[src/rtl/reconf_fir_seq_pkg.sv]
// Shared constants, FSM state type and output saturation helper for the
// self-sequenced reconfigurable FIR filter.
package fir_pkg;

  localparam int unsigned TAPS_DEF     = 10;
  localparam int unsigned NUM_BANK_DEF = 2;
  localparam int unsigned IN_W_DEF     = 3;
  localparam int unsigned COEF_W_DEF   = 16;
  localparam int unsigned OUT_W_DEF    = 16;
  localparam int unsigned SHIFT_DEF    = 0;
  localparam int unsigned TAP_W_DEF    = $clog2(TAPS_DEF);
  localparam int unsigned BANK_W_DEF   = (NUM_BANK_DEF > 1) ? $clog2(NUM_BANK_DEF) : 1;

  // Wide enough for any sign-extended accumulator this block is built with.
  localparam int unsigned SAT_W = 64;

  typedef enum logic [1:0] {
    IDLE  = 2'd0,
    FETCH = 2'd1,
    MAC   = 2'd2,
    DONE  = 2'd3
  } fir_state_e;

  // Clip a sign-extended accumulator value to the signed range of out_w bits.
  function automatic logic signed [SAT_W-1:0] saturate(
    input logic signed [SAT_W-1:0] v,
    input int unsigned             out_w
  );
    logic signed [SAT_W-1:0] hi;
    logic signed [SAT_W-1:0] lo;
    hi = (64'sd1 <<< (out_w - 1)) - 64'sd1;
    lo = -hi - 64'sd1;
    if (v > hi) return hi;
    if (v < lo) return lo;
    return v;
  endfunction

endpackage

[src/rtl/reconf_fir_seq_if.sv]
// Sample, coefficient-write and result signals of the FIR filter.
interface reconf_fir_seq_if
  import fir_pkg::*;
#(
  parameter int unsigned IN_W   = IN_W_DEF,
  parameter int unsigned COEF_W = COEF_W_DEF,
  parameter int unsigned OUT_W  = OUT_W_DEF,
  parameter int unsigned TAP_W  = TAP_W_DEF,
  parameter int unsigned BANK_W = BANK_W_DEF
);
  logic              iEnSample600k;
  logic [IN_W-1:0]   iFirIn;
  logic [BANK_W-1:0] iBankSel;
  logic              iCoeffUpdateFlag;
  logic              iCoeffWe;
  logic [BANK_W-1:0] iCoeffBank;
  logic [TAP_W-1:0]  iCoeffAddr;
  logic [COEF_W-1:0] iCoeffData;
  logic [OUT_W-1:0]  oFirOut;
  logic              oFirValid;
  logic              oBusy;
  logic              oOverrun;
  logic              oWrConflict;

  modport master (
    output iEnSample600k, iFirIn, iBankSel, iCoeffUpdateFlag,
           iCoeffWe, iCoeffBank, iCoeffAddr, iCoeffData,
    input  oFirOut, oFirValid, oBusy, oOverrun, oWrConflict
  );

  modport slave (
    input  iEnSample600k, iFirIn, iBankSel, iCoeffUpdateFlag,
           iCoeffWe, iCoeffBank, iCoeffAddr, iCoeffData,
    output oFirOut, oFirValid, oBusy, oOverrun, oWrConflict
  );
endinterface

[src/rtl/reconf_fir_seq_coeff_ram.sv]
// Coefficient store: NUM_BANK*TAPS words, one write port and one
// synchronous read port, both addressed as {bank, tap}.
module fir_coeff_ram #(
  parameter int unsigned TAPS     = 10,
  parameter int unsigned NUM_BANK = 2,
  parameter int unsigned COEF_W   = 16,
  parameter int unsigned TAP_W    = 4,
  parameter int unsigned BANK_W   = 1
) (
  input  logic                      clk,
  input  logic                      we,
  input  logic [BANK_W+TAP_W-1:0]   wr_addr,
  input  logic [COEF_W-1:0]         wr_data,
  input  logic [BANK_W+TAP_W-1:0]   rd_addr,
  output logic [COEF_W-1:0]         rd_data
);
  localparam int unsigned DEPTH = NUM_BANK * TAPS;
  localparam int unsigned IDX_W = (DEPTH > 1) ? $clog2(DEPTH) : 1;

  logic [COEF_W-1:0] mem [DEPTH];
  logic [COEF_W-1:0] rd_data_q;
  logic [IDX_W-1:0]  wr_idx;
  logic [IDX_W-1:0]  rd_idx;

  // Pack {bank, tap} densely so non-power-of-two TAPS wastes no words.
  always_comb begin
    wr_idx = IDX_W'(32'(wr_addr[BANK_W+TAP_W-1:TAP_W]) * TAPS + 32'(wr_addr[TAP_W-1:0]));
    rd_idx = IDX_W'(32'(rd_addr[BANK_W+TAP_W-1:TAP_W]) * TAPS + 32'(rd_addr[TAP_W-1:0]));
  end

  always_ff @(posedge clk) begin
    if (we) mem[wr_idx] <= wr_data;
    rd_data_q <= mem[rd_idx];
  end

  assign rd_data = rd_data_q;
endmodule

[src/rtl/reconf_fir_seq.sv]
// Self-sequenced FIR: delay line, banked coefficients and one time-shared
// MAC walked through all taps by a small FSM on every accepted sample strobe.
module reconf_fir_seq
  import fir_pkg::*;
#(
  parameter int unsigned TAPS     = TAPS_DEF,
  parameter int unsigned NUM_BANK = NUM_BANK_DEF,
  parameter int unsigned IN_W     = IN_W_DEF,
  parameter int unsigned COEF_W   = COEF_W_DEF,
  parameter int unsigned OUT_W    = OUT_W_DEF,
  parameter int unsigned SHIFT    = SHIFT_DEF
) (
  input logic             iClk12M,
  input logic             iRst,
  reconf_fir_seq_if.slave bus
);
  localparam int unsigned TAP_W  = $clog2(TAPS);
  localparam int unsigned BANK_W = (NUM_BANK > 1) ? $clog2(NUM_BANK) : 1;
  localparam int unsigned ACC_W  = IN_W + COEF_W + $clog2(TAPS);

  fir_state_e              state_q, state_d;
  logic [TAP_W-1:0]        tap_q, tap_d;
  logic [BANK_W-1:0]       bank_q, bank_d;
  logic signed [IN_W-1:0]  dly_q [TAPS];
  logic signed [IN_W-1:0]  dly_d [TAPS];
  logic signed [ACC_W-1:0] acc_q, acc_d;
  logic [OUT_W-1:0]        out_q, out_d;
  logic                    valid_q, valid_d;
  logic                    busy_q, busy_d;
  logic                    overrun_q, overrun_d;
  logic                    conflict_q, conflict_d;

  logic signed [ACC_W-1:0] x_ext, c_ext;
  logic [TAP_W-1:0]        rd_tap;
  logic [COEF_W-1:0]       rd_data;
  logic                    wr_ok, wr_hit, wr_en;

  fir_coeff_ram #(
    .TAPS(TAPS), .NUM_BANK(NUM_BANK), .COEF_W(COEF_W), .TAP_W(TAP_W), .BANK_W(BANK_W)
  ) u_ram (
    .clk    (iClk12M),
    .we     (wr_en),
    .wr_addr({bus.iCoeffBank, bus.iCoeffAddr}),
    .wr_data(bus.iCoeffData),
    .rd_addr({bank_q, rd_tap}),
    .rd_data(rd_data)
  );

  always_comb begin
    state_d    = state_q;
    tap_d      = tap_q;
    bank_d     = bank_q;
    dly_d      = dly_q;
    acc_d      = acc_q;
    out_d      = out_q;
    valid_d    = 1'b0;
    overrun_d  = overrun_q;
    rd_tap     = '0;
    x_ext      = ACC_W'(dly_q[tap_q]);
    c_ext      = ACC_W'($signed(rd_data));

    case (state_q)
      IDLE: begin
        if (bus.iEnSample600k) begin
          for (int k = TAPS - 1; k > 0; k--) dly_d[k] = dly_q[k-1];
          dly_d[0] = $signed(bus.iFirIn);
          if (!bus.iCoeffUpdateFlag) begin
            bank_d  = bus.iBankSel;
            acc_d   = '0;
            tap_d   = '0;
            state_d = FETCH;
          end
        end
      end
      FETCH: state_d = MAC;
      // Coefficient for tap_q arrived this cycle; prefetch the next one.
      MAC: begin
        acc_d = acc_q + x_ext * c_ext;
        if (tap_q == TAP_W'(TAPS - 1)) begin
          state_d = DONE;
        end else begin
          tap_d  = tap_q + TAP_W'(1);
          rd_tap = tap_q + TAP_W'(1);
        end
      end
      DONE: begin
        out_d   = OUT_W'(saturate(SAT_W'(acc_q >>> SHIFT), OUT_W));
        valid_d = 1'b1;
        state_d = IDLE;
      end
      default: state_d = IDLE;
    endcase

    if (bus.iEnSample600k && state_q != IDLE) overrun_d = 1'b1;

    // Out-of-range writes vanish; writes racing the active MAC bank are refused.
    wr_ok      = bus.iCoeffUpdateFlag && bus.iCoeffWe &&
                 (32'(bus.iCoeffAddr) < TAPS) && (32'(bus.iCoeffBank) < NUM_BANK);
    wr_hit     = wr_ok && (state_q == FETCH || state_q == MAC) && (bus.iCoeffBank == bank_q);
    wr_en      = wr_ok && !wr_hit;
    conflict_d = wr_hit;
    busy_d     = (state_d != IDLE);
  end

  always_ff @(posedge iClk12M or posedge iRst) begin
    if (iRst) begin
      state_q    <= IDLE;
      tap_q      <= '0;
      bank_q     <= '0;
      dly_q      <= '{default: '0};
      acc_q      <= '0;
      out_q      <= '0;
      valid_q    <= 1'b0;
      busy_q     <= 1'b0;
      overrun_q  <= 1'b0;
      conflict_q <= 1'b0;
    end else begin
      state_q    <= state_d;
      tap_q      <= tap_d;
      bank_q     <= bank_d;
      dly_q      <= dly_d;
      acc_q      <= acc_d;
      out_q      <= out_d;
      valid_q    <= valid_d;
      busy_q     <= busy_d;
      overrun_q  <= overrun_d;
      conflict_q <= conflict_d;
    end
  end

  assign bus.oFirOut     = out_q;
  assign bus.oFirValid   = valid_q;
  assign bus.oBusy       = busy_q;
  assign bus.oOverrun    = overrun_q;
  assign bus.oWrConflict = conflict_q;
endmodule
[src/flat_wrapper.sv]
// flat-port wrapper written by rule: the top's interface ports become plain ports
module reconf_fir_seq_flat import fir_pkg::*;
#(
  parameter int unsigned TAPS     = TAPS_DEF,
  parameter int unsigned NUM_BANK = NUM_BANK_DEF,
  parameter int unsigned IN_W     = IN_W_DEF,
  parameter int unsigned COEF_W   = COEF_W_DEF,
  parameter int unsigned OUT_W    = OUT_W_DEF,
  parameter int unsigned SHIFT    = SHIFT_DEF
)
  (iClk12M, iRst, bus_iEnSample600k, bus_iFirIn, bus_iBankSel, bus_iCoeffUpdateFlag, bus_iCoeffWe, bus_iCoeffBank, bus_iCoeffAddr, bus_iCoeffData, bus_oFirOut, bus_oFirValid, bus_oBusy, bus_oOverrun, bus_oWrConflict);
  reconf_fir_seq_if #(.IN_W(IN_W), .COEF_W(COEF_W), .OUT_W(OUT_W)) bus_i ();
  input logic iClk12M;
  input logic iRst;
  input wire logic [$bits(bus_i.iEnSample600k)-1:0] bus_iEnSample600k;
  input wire logic [$bits(bus_i.iFirIn)-1:0] bus_iFirIn;
  input wire logic [$bits(bus_i.iBankSel)-1:0] bus_iBankSel;
  input wire logic [$bits(bus_i.iCoeffUpdateFlag)-1:0] bus_iCoeffUpdateFlag;
  input wire logic [$bits(bus_i.iCoeffWe)-1:0] bus_iCoeffWe;
  input wire logic [$bits(bus_i.iCoeffBank)-1:0] bus_iCoeffBank;
  input wire logic [$bits(bus_i.iCoeffAddr)-1:0] bus_iCoeffAddr;
  input wire logic [$bits(bus_i.iCoeffData)-1:0] bus_iCoeffData;
  output wire logic [$bits(bus_i.oFirOut)-1:0] bus_oFirOut;
  output wire logic [$bits(bus_i.oFirValid)-1:0] bus_oFirValid;
  output wire logic [$bits(bus_i.oBusy)-1:0] bus_oBusy;
  output wire logic [$bits(bus_i.oOverrun)-1:0] bus_oOverrun;
  output wire logic [$bits(bus_i.oWrConflict)-1:0] bus_oWrConflict;
  assign bus_i.iEnSample600k = bus_iEnSample600k;
  assign bus_i.iFirIn = bus_iFirIn;
  assign bus_i.iBankSel = bus_iBankSel;
  assign bus_i.iCoeffUpdateFlag = bus_iCoeffUpdateFlag;
  assign bus_i.iCoeffWe = bus_iCoeffWe;
  assign bus_i.iCoeffBank = bus_iCoeffBank;
  assign bus_i.iCoeffAddr = bus_iCoeffAddr;
  assign bus_i.iCoeffData = bus_iCoeffData;
  assign bus_oFirOut = bus_i.oFirOut;
  assign bus_oFirValid = bus_i.oFirValid;
  assign bus_oBusy = bus_i.oBusy;
  assign bus_oOverrun = bus_i.oOverrun;
  assign bus_oWrConflict = bus_i.oWrConflict;
  reconf_fir_seq #(.TAPS(TAPS), .NUM_BANK(NUM_BANK), .IN_W(IN_W), .COEF_W(COEF_W), .OUT_W(OUT_W), .SHIFT(SHIFT)) u_core (.iClk12M(iClk12M), .iRst(iRst), .bus(bus_i));
endmodule
[config.mk]
export PLATFORM = sky130hd
export DESIGN_NAME = reconf_fir_seq_flat
export DESIGN_NICKNAME = d
export VERILOG_FILES = /design/src/rtl/reconf_fir_seq_pkg.sv /design/src/rtl/reconf_fir_seq_if.sv /design/src/rtl/reconf_fir_seq_coeff_ram.sv /design/src/rtl/reconf_fir_seq.sv /design/src/flat_wrapper.sv
export SDC_FILE = /design/constraint.sdc
export NUM_CORES = 1
export LEC_CHECK = 0
export CORE_ASPECT_RATIO = 1.25
export CORE_UTILIZATION = 60
export DETAILED_ROUTE_END_ITERATION = 6
export HOLD_SLACK_MARGIN = 0.15
export PLACE_DENSITY = 0.78
export SLEW_MARGIN = 30
export SYNTH_ARGS = -nofsm -noshare
export SYNTH_HDL_FRONTEND = slang
export SYNTH_SLANG_ARGS = --single-unit
[constraint.sdc]
create_clock -name iClk12M -period 12.1 [get_ports iClk12M]
set_input_delay 3.025 -clock iClk12M [delete_from_list [all_inputs] [get_ports iClk12M]]
set_output_delay 3.025 -clock iClk12M [all_outputs]
set_load 0.02 [all_outputs]
### M1 wires, run 1

The bar under the picture is 50 um long.
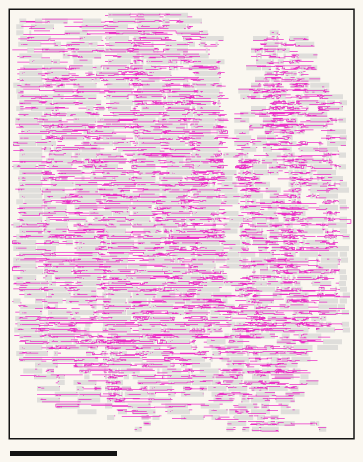
wire length on this layer: 14400 um
share of all routed wire: 38%
nets with wire on the layer: 1422

### Met2 routing, run 1

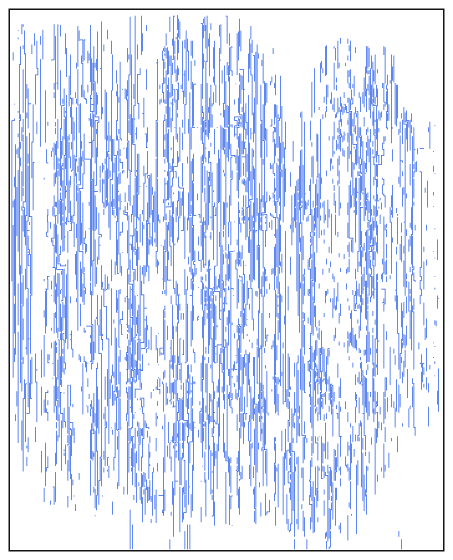
main direction: vertical
share of all routed wire: 51%

### Signal wires on met3, run 1

The bar under the picture is 50 um long.
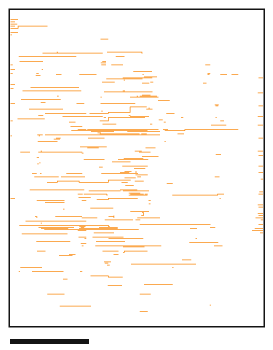
main direction: horizontal
share of all routed wire: 6.6%

==> run 1: area by class of cell <==
cell class | instances | area [um2] | share of cell area (%)
clock inverters | 18 | 151 | 0.725
multi-input cells | 824 | 6360 | 30.4
repair buffers | 79 | 736 | 3.52
clock buffers | 51 | 1070 | 5.14
inverters | 34 | 129 | 0.617
flip-flops and latches | 416 | 11900 | 57.1
well taps | 407 | 509 | 2.44
==> ci_impl_report.md, run 1 <==
### Metrics collected by this job

| Metric | Value |
|---|---|
| Global Route Usage Sum | `24.6%` |
| Worst R2R Path Depth | `18` |
| Post-DP HPWL | `24300 um` |
| Final setup vio count | `0` |
| CP endpoint kind | `register` |
| Post-Layout Cell Count | `1829` |
| Slew Viols, Final | `0` |
| Compound-Gate Fraction of Synth Area | `6.60%` |
| Buf+Inv Stages, Crit Path | `2` |
| Remaining antenna violation count | `0` |
| Yosys stat area | `0.0187 mm2` |
| FP Core Util | `60.8%` |
| Root buffer cell | `clkbuf_16` |
| Final min period | `6.35 ns` |
| Top area contributor share | `51.3%` |
| Most frequent logic cell in the layout | `edfxtp_1` |
| Initial antenna violation count | `1` |
| Outcome | `complete, no violations` |
| Clock Path Buffers | `3` |
| Clock Skew | `0.0140 ns` |
| Rows | `72` |
### Clock wiring as the flow saved it, run 1

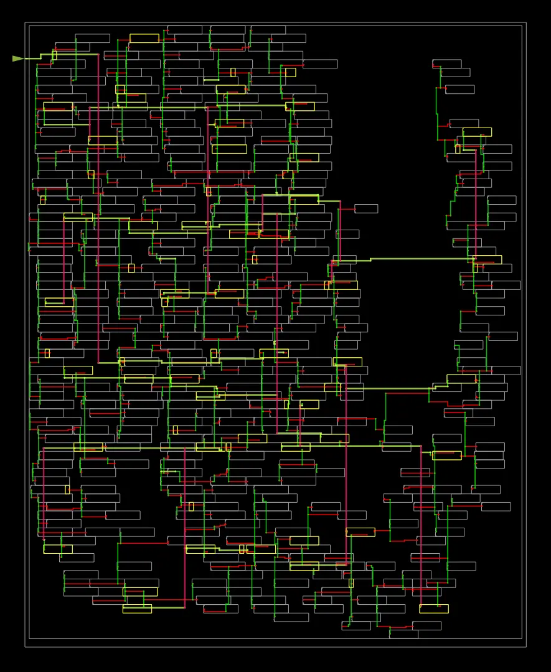

--- run 2 (diff from run 1) ---
CORE_UTILIZATION = 56   (was 60)
PLACE_DENSITY = 0.76   (was 0.78)
clock period = 5.6 ns   (was 12.1 ns; I/O delays follow)
### Clock wiring as the flow saved it, run 2

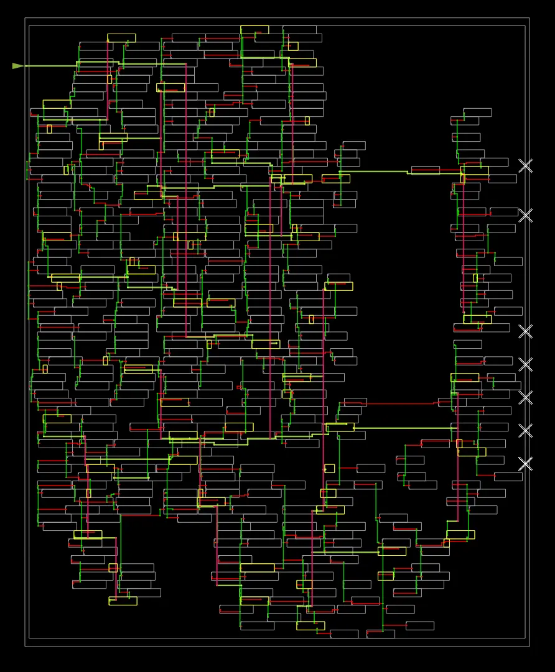
Seq cells: 416
Late-Pin Clk Latency: 0.54 ns
CLK BUF: 61

### The metal 4 layer, run 2

The bar under the picture is 50 um long.
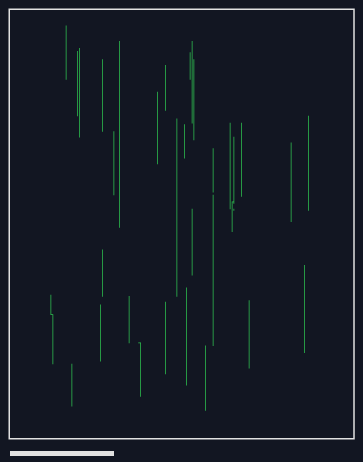
wire length on this layer: 1180 um
nets with wire on the layer: 20
longest straight run: 89.8 um
share of all routed wire: 3.2%

==> run 2 against run 1 <==
  * The flow now finishes with violations (design-rule violations)
  * Hold slack worse by 0.0025 ns
  * First-iteration DRC count up 9.5%
  * Sequential share of layout area down 0.14 points
  * Setup slack worse by 5.5 ns
  * Critical path type unchanged
  * Largest cell class unchanged
  * Highest routed layer is now met4
==> ci_impl_report.md, run 2 <==
### Metrics collected by this job

| Metric | Value |
|---|---|
| Outcome | `finished, violations left` |
| Failing checks | `design-rule violations` |
| Initial antenna violation count | `0 (-1)` |
| Final setup vio count | `0 (unchanged)` |
| Top area contributor share | `51.3% (unchanged)` |
| Slew Viols, Final | `0 (unchanged)` |
| Final min period | `5.31 ns (-1.04 ns)` |
| Most frequent logic cell in the layout | `edfxtp_1` |
| Remaining antenna violation count | `0 (unchanged)` |
| Clock Path Buffers | `3 (unchanged)` |
| Global Route Usage Sum | `22.1% (-2.5 points)` |
| Post-route DRC violation count | `30` |
| Yosys stat area | `0.0187 mm2 (unchanged)` |
| Root buffer cell | `clkbuf_16` |
| CP endpoint kind | `register` |
==> run 2: critical path, delay by kind of cell, from the launching register on <==
kind | cells | cell delay [ns]
compound gates | 6 | 1.62
flops | 1 | 0.60
buf+inv | 1 | 0.23
simple gates | 4 | 0.72
mux | 1 | 0.38
fa+ha+maj | 4 | 1.65
==> run 2: area by class of cell <==
type	count	area, um2	area share, %
tap	418	523	2.50
multi-input combinational	824	6350	30.3
inverter	34	130	0.621
timing repair buffer	87	788	3.76
sequential	416	11900	57.0
antenna	1	2.50	0.0119
clock inverter	10	85.1	0.406
clock buffer	61	1130	5.42
==> run 2: what timing repair did <==
item,CTS,global route
setup endpoints to repair,0,2
hold buffers,0,0
buffers inserted,0,0
gates resized,0,3
--- run 3 (diff from run 2) ---
CAP_MARGIN = 25   (was unset)
### M1 wires, run 3

The bar under the picture is 50 um long.
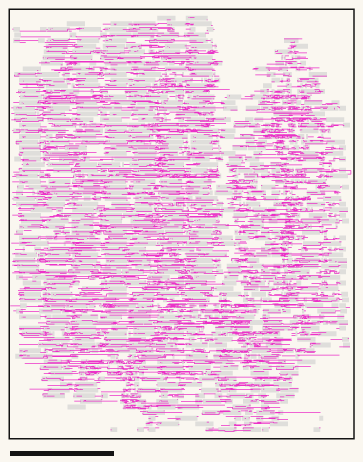
nets with wire on the layer: 1418
longest straight run: 43.7 um
wire length on this layer: 14900 um
share of all routed wire: 41%

==> run 3 against run 2 <==
  * The run still ends with design-rule violations left
  * Core utilization did not move
  * Synthesized cell count stayed put
  * Sequential cell count did not move
  * First-iteration DRC count did not move
  * Count of clock-buffer cells in the layout unchanged
  * Final cell count is the same
  * Critical endpoint unchanged
==> ci_impl_report.md, run 3 <==
### Metrics collected by this job

| Metric | Value |
|---|---|
| Final min period | `5.31 ns (unchanged)` |
| Final setup vio count | `0 (unchanged)` |
| Repair and plain buffers | `87 (unchanged)` |
| Biggest Area Class | `registers` |
| Initial antenna violation count | `0 (unchanged)` |
| Slew Viols, Final | `0 (unchanged)` |
| Clock Path Buffers | `3 (unchanged)` |
| Multi-input logic area | `0.00635 mm2 (unchanged)` |
| CLK BUF | `61 (unchanged)` |
| ClkCell Share | `5.82% (unchanged)` |
| Diodes inserted | `1 (unchanged)` |
| Failing checks | `design-rule violations` |
| Post-route DRC violation count | `30 (unchanged)` |
| Seq area share | `57.0% (unchanged)` |
| Outcome | `finished, violations left` |
| CP top delay family | `adder cells` |
| Multi-In Gates | `824 (unchanged)` |
| Logic share of the area | `30.3% (unchanged)` |
| Non-clk buf share | `3.76% (unchanged)` |
| Flop area | `0.0119 mm2 (unchanged)` |
| Postcts setup bufs | `0 (unchanged)` |
### Met2 routing, run 3

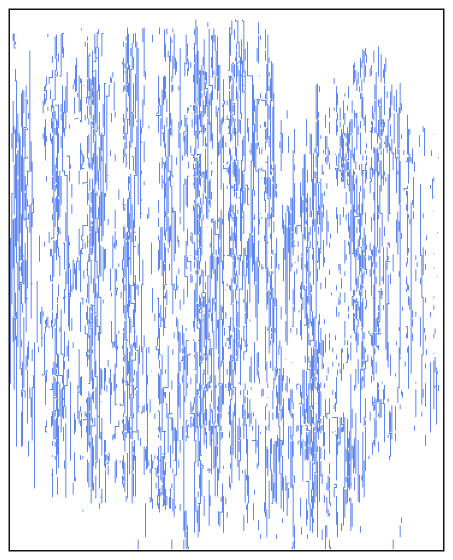
main direction: vertical
nets with wire on the layer: 1256
share of all routed wire: 51%

-- run 3: per-stage QoR --
step | cells | hold WS, ns | utilization, %
floorplan | 1336 | 0.474 | -
global placement | 1779 | 0.444 | 60.1
detailed placement | 1779 | 0.450 | 60.1
CTS | 1850 | 0.462 | 63.9
global route | 1850 | 0.487 | 63.9
finish | 1851 | 0.458 | 63.9
-- run 3: cells by family (layout without fill, tap and decap cells) --
kind of cell / after synthesis / after routing / share of synthesized area, %
AND-OR/OR-AND: 197 / 197 / 6.60
flip-flops: 416 / 416 / 63.7
buffers and inverters: 96 / 192 / 2.64
adder cells (fa/ha/maj): 93 / 93 / 7.69
other: 0 / 1 / 0
multiplexers: 141 / 141 / 9.23
XOR/XNOR: 19 / 19 / 0.888
AND/OR/NAND/NOR: 374 / 374 / 9.31
